==> src/rtl/be_to_le_word_assembler.sv <==
// be_to_le_word_assembler: packs a big-endian byte stream into little-endian lane-ordered words.
module be_to_le_word_assembler #(
  parameter int DATA_W = 32
) (
  input  logic                                  clk,
  input  logic                                  reset,
  input  logic                                  byte_valid_i,
  output logic                                  byte_ready_o,
  input  logic [7:0]                            byte_data_i,
  input  logic                                  byte_last_i,
  output logic                                  word_valid_o,
  input  logic                                  word_ready_i,
  output logic [DATA_W-1:0]                     le_data_o,
  output logic [$clog2(DATA_W/8):0]             word_bytes_o
);
  localparam int NUM_BYTES = DATA_W / 8;
  localparam int IDX_W = $clog2(NUM_BYTES);
  localparam int CNT_W = IDX_W + 1;
  if (DATA_W % 8 != 0 || DATA_W < 16) begin : g_bad_width
    $fatal(1, "DATA_W must be a multiple of 8 and at least 16");
  end
  logic [DATA_W-1:0] acc_q, acc_d, merged, data_q, data_d;
  logic [IDX_W-1:0]  cnt_q, cnt_d;
  logic [CNT_W-1:0]  bytes_q, bytes_d;
  logic              valid_q, valid_d;
  logic              accept, close;
  assign byte_ready_o = reset && !(valid_q && !word_ready_i);
  assign accept       = byte_valid_i && byte_ready_o;
  assign close        = accept && (cnt_q == IDX_W'(NUM_BYTES - 1) || byte_last_i);
  // acc only ever holds lanes below cnt, so the merged word already has zeroed upper lanes
  always_comb begin
    merged = acc_q;
    for (int i = 0; i < NUM_BYTES; i++)
      if (cnt_q == IDX_W'(i)) merged[8*i +: 8] = byte_data_i;
  end
  always_comb begin
    acc_d   = close ? '0 : accept ? merged : acc_q;
    cnt_d   = close ? '0 : accept ? cnt_q + IDX_W'(1) : cnt_q;
    data_d  = close ? merged : data_q;
    bytes_d = close ? CNT_W'(cnt_q) + CNT_W'(1) : bytes_q;
    valid_d = close || (valid_q && !word_ready_i);
  end
  always_ff @(posedge clk) begin
    if (!reset) begin
      acc_q   <= '0;
      cnt_q   <= '0;
      data_q  <= '0;
      bytes_q <= '0;
      valid_q <= 1'b0;
    end else begin
      acc_q   <= acc_d;
      cnt_q   <= cnt_d;
      data_q  <= data_d;
      bytes_q <= bytes_d;
      valid_q <= valid_d;
    end
  end
  assign word_valid_o = valid_q;
  assign le_data_o    = data_q;
  assign word_bytes_o = bytes_q;
endmodule

==> config.mk <==
export PLATFORM = sky130hd
export DESIGN_NAME = be_to_le_word_assembler
export DESIGN_NICKNAME = d
export VERILOG_FILES = /design/src/rtl/be_to_le_word_assembler.sv
export SDC_FILE = /design/constraint.sdc
export NUM_CORES = 1
export LEC_CHECK = 0
export CAP_MARGIN = 10
export CORE_ASPECT_RATIO = 1.25
export CORE_MARGIN = 3
export CORE_UTILIZATION = 48
export DETAILED_ROUTE_END_ITERATION = 6
export PLACE_DENSITY_LB_ADDON = 0.05
export SLEW_MARGIN = 20
export SYNTH_ARGS = -nofsm -noshare
export SYNTH_HDL_FRONTEND = slang
export SYNTH_SLANG_ARGS = --single-unit
==> constraint.sdc <==
create_clock -name clk -period 1.6 [get_ports clk]
set_clock_uncertainty 0.1 [all_clocks]
set_input_delay 0.16 -clock clk [delete_from_list [all_inputs] [get_ports clk]]
set_output_delay 0.16 -clock clk [all_outputs]
set_load 0.005 [all_outputs]
Run 1, routed clock nets over the placement:
The bar under the picture is 20 um long.
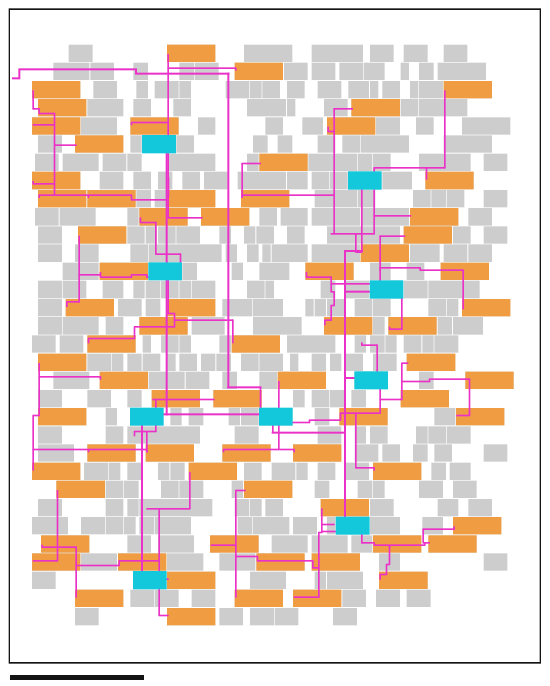
[cells driving clock nets] cyan | count: 9
[flip-flops] orange | count: 70
[clock wires] magenta | length: 912 um
flops lie: spread over the die
routed clock nets: 10
clock share of power: 45.5%
Power Clock: 1880 uW

Run 1, cell outlines without signal wires:
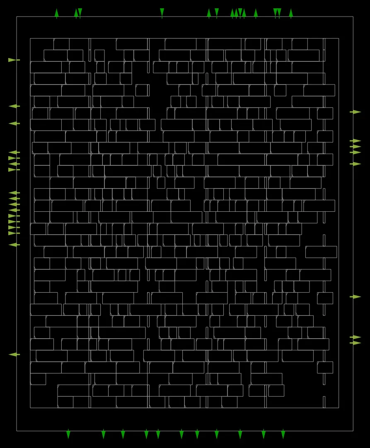
# rows: 32
Final Core Density: 69.1%
Tap Count: 85

==> GITHUB_STEP_SUMMARY, run 1 <==
## Implementation flow summary

| Metric | Value |
|---|---|
| Status | `finished, final reports clean` |
| FFs & Latches | `70` |
| Leakage | `around 0.0014 uW` |
| Top power group | `clock` |
| Power Density | `946 mW/mm^2` |
| Synth area leader | `dfxtp_1` |
| Top post-synthesis cells by count | `70 x dfxtp_1, 36 x a21oi_1, 33 x nand4_1, 33 x o31ai_1, 32 x mux2i_1` |
| Yosys warning tally | `0` |
| Most common cell on crit path | `buf_4` |
| Post-route minimum period | `1.58 ns` |
| EDFF count, synth | `0` |
| Die width | `79.3 um` |
| Arrival time worst endpoint | `approximately 1.7 ns` |
| Post-synthesis sequential area ratio | `43.5%` |
| Net Sw Frac | `23.2%` |
| Final cell count without fillers | `455` |
| CTS Hold Bufs | `0` |
| Full die area | `0.00774 mm^2` |
| Logic Gate Count | `194` |
| Ys flops | `~70` |
| H-tree levels | `3` |
| Setup slack at placement | `-0.130 ns` |
Run 1, wiring by layer:
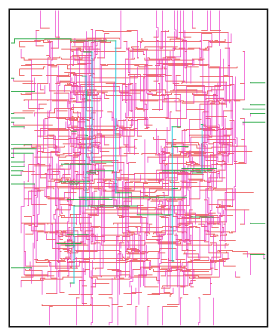
| layer | color | wire length |
|---|---|---|
| met2 | magenta | 4,260 um |
| met3 | green | 325 um |
| met1 | red | 3,680 um |
| met4 | cyan | 201 um |
WL per Instance: 18.6 um
Vias: 2,739
total track usage: 22.7%

Run 1, cell classes on the final placement:
Fill, decap, tap and diode cells in gray.
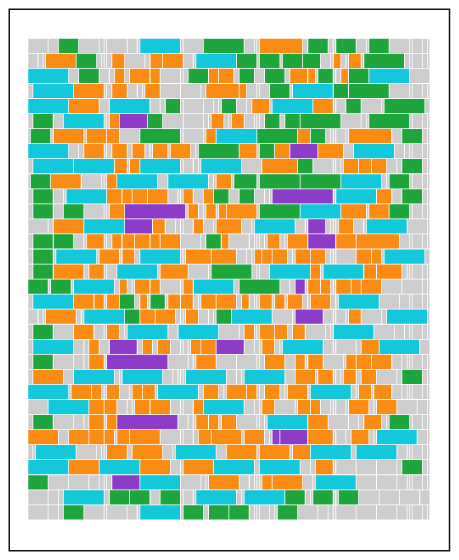
| class | color | cells | share of their area |
|---|---|---|---|
| flip-flops | cyan | 70 | 33% |
| other buffers and delay cells | green | 83 | 22% |
| clock drivers and dummy loads | purple | 16 | 6.1% |
| all other logic | orange | 201 | 39% |
design area: 0.00437 mm^2
Seq/total area: 32.1%

==> run 1 -> run 2 <==
--- a/config.mk
+++ b/config.mk
@@ -5,6 +5,7 @@
 export SDC_FILE = /design/constraint.sdc
 export NUM_CORES = 1
 export LEC_CHECK = 0
+export ABC_AREA = 1
 export CAP_MARGIN = 10
 export CORE_ASPECT_RATIO = 1.25
 export CORE_MARGIN = 3
==> constraint.sdc (replaced) <==
create_clock -name clk -period 1.6 [get_ports clk]
set_clock_uncertainty 0.1 [all_clocks]
set_input_delay 0.4 -clock clk [delete_from_list [all_inputs] [get_ports clk]]
set_output_delay 0.4 -clock clk [all_outputs]
set_load 0.005 [all_outputs]
Run 2, wiring by layer:
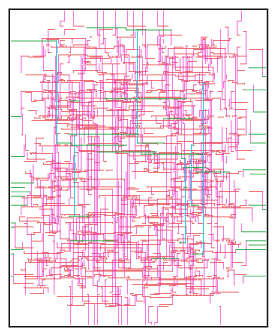
Vias: 2,981
Routed WL: 7.35 mm
WL per Instance: 11.5 um
total track usage: 20.4%

==> GITHUB_STEP_SUMMARY, run 2 <==
## Implementation flow summary

| Metric | Value |
|---|---|
| Status | `finished, final reports clean` |
| Synth area leaders | `dfxtp_1 44%, nand2_1 28%, inv_1 6.6%` |
| Cell count along the critical path | `8` |
| Final setup TNS | `0 ns` |
| Tap Count | `85` |
| Count leader, synth | `nand2_1` |
| Syn Inst Count | `approximately 480` |
| GRT Max-Usage Layer | `met2` |
| Clock share of power | `35.7%` |
| Synth area leader | `dfxtp_1` |
| # rows | `32` |
| Critical path startpoint category | `flip-flop` |
| First drt pass iteration count | `4` |
| Top power group | `registers` |
| Logic Gate Count | `roughly 320` |
| Maximum VDD drop | `0.633 mV` |
| Final Core Density | `66.0%` |
| Yosys warning tally | `0` |
| Nets | `570` |
| Ys flops | `70` |
| Internal | `between 2000 and 3000 uW` |
| Data buffer area share | `20.3%` |
| Most common cell on crit path | `buf_12` |
| Main logic family after synthesis | `simple AND/OR/NAND/NOR gates` |
| Power Density | `846 mW/mm^2` |
| Net Sw Frac | `roughly a quarter` |
| Worst Tran Pin Value | `0.349 ns` |
| Post_cts resized | `46` |
| FFs & Latches | `70` |
| Full die area | `approximately 0.0076 mm^2` |
| H-tree levels | `3` |
| Critical Path Sink | `acc_q[30]` |
| Post-route minimum period | `roughly 1.5 ns` |
| Hold endpoint | `le_data_o[29]` |
| Final cell count without fillers | `642` |
| CTS Hold Bufs | `0` |
| Top post-synthesis cells by count | `240 x nand2_1, 70 x dfxtp_1, 56 x inv_1` |
| Power Clock | `roughly 1300 uW` |
| Arrival time worst endpoint | `1.71 ns` |
| Setup slack at placement | `-0.539 ns` |
| Leakage | `0.00231 uW` |
| Die width | `roughly 79 um` |
| Seq/total area | `33.9%` |
| Post-synthesis sequential area ratio | `44.1%` |
| EDFF count, synth | `0` |
Run 2, cell classes on the final placement:
Fill, decap, tap and diode cells in gray.
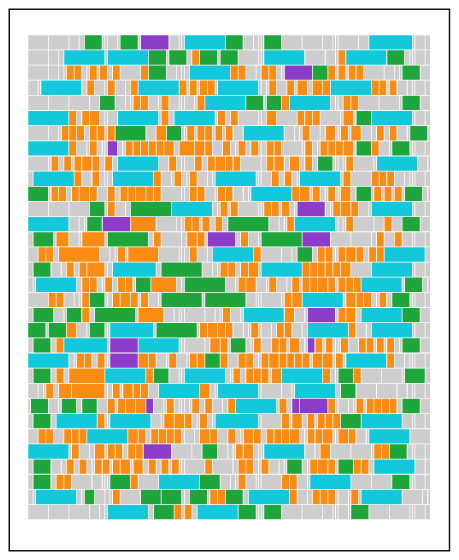
| class | color | cells | share of their area |
|---|---|---|---|
| clock drivers and dummy loads | purple | 15 | 4.1% |
| flip-flops | cyan | 70 | 35% |
| other buffers and delay cells | green | 85 | 21% |
| all other logic | orange | 387 | 40% |
design area: 0.00415 mm^2
core area: 0.00629 mm^2

Power is estimated from default activity; no workload was simulated.
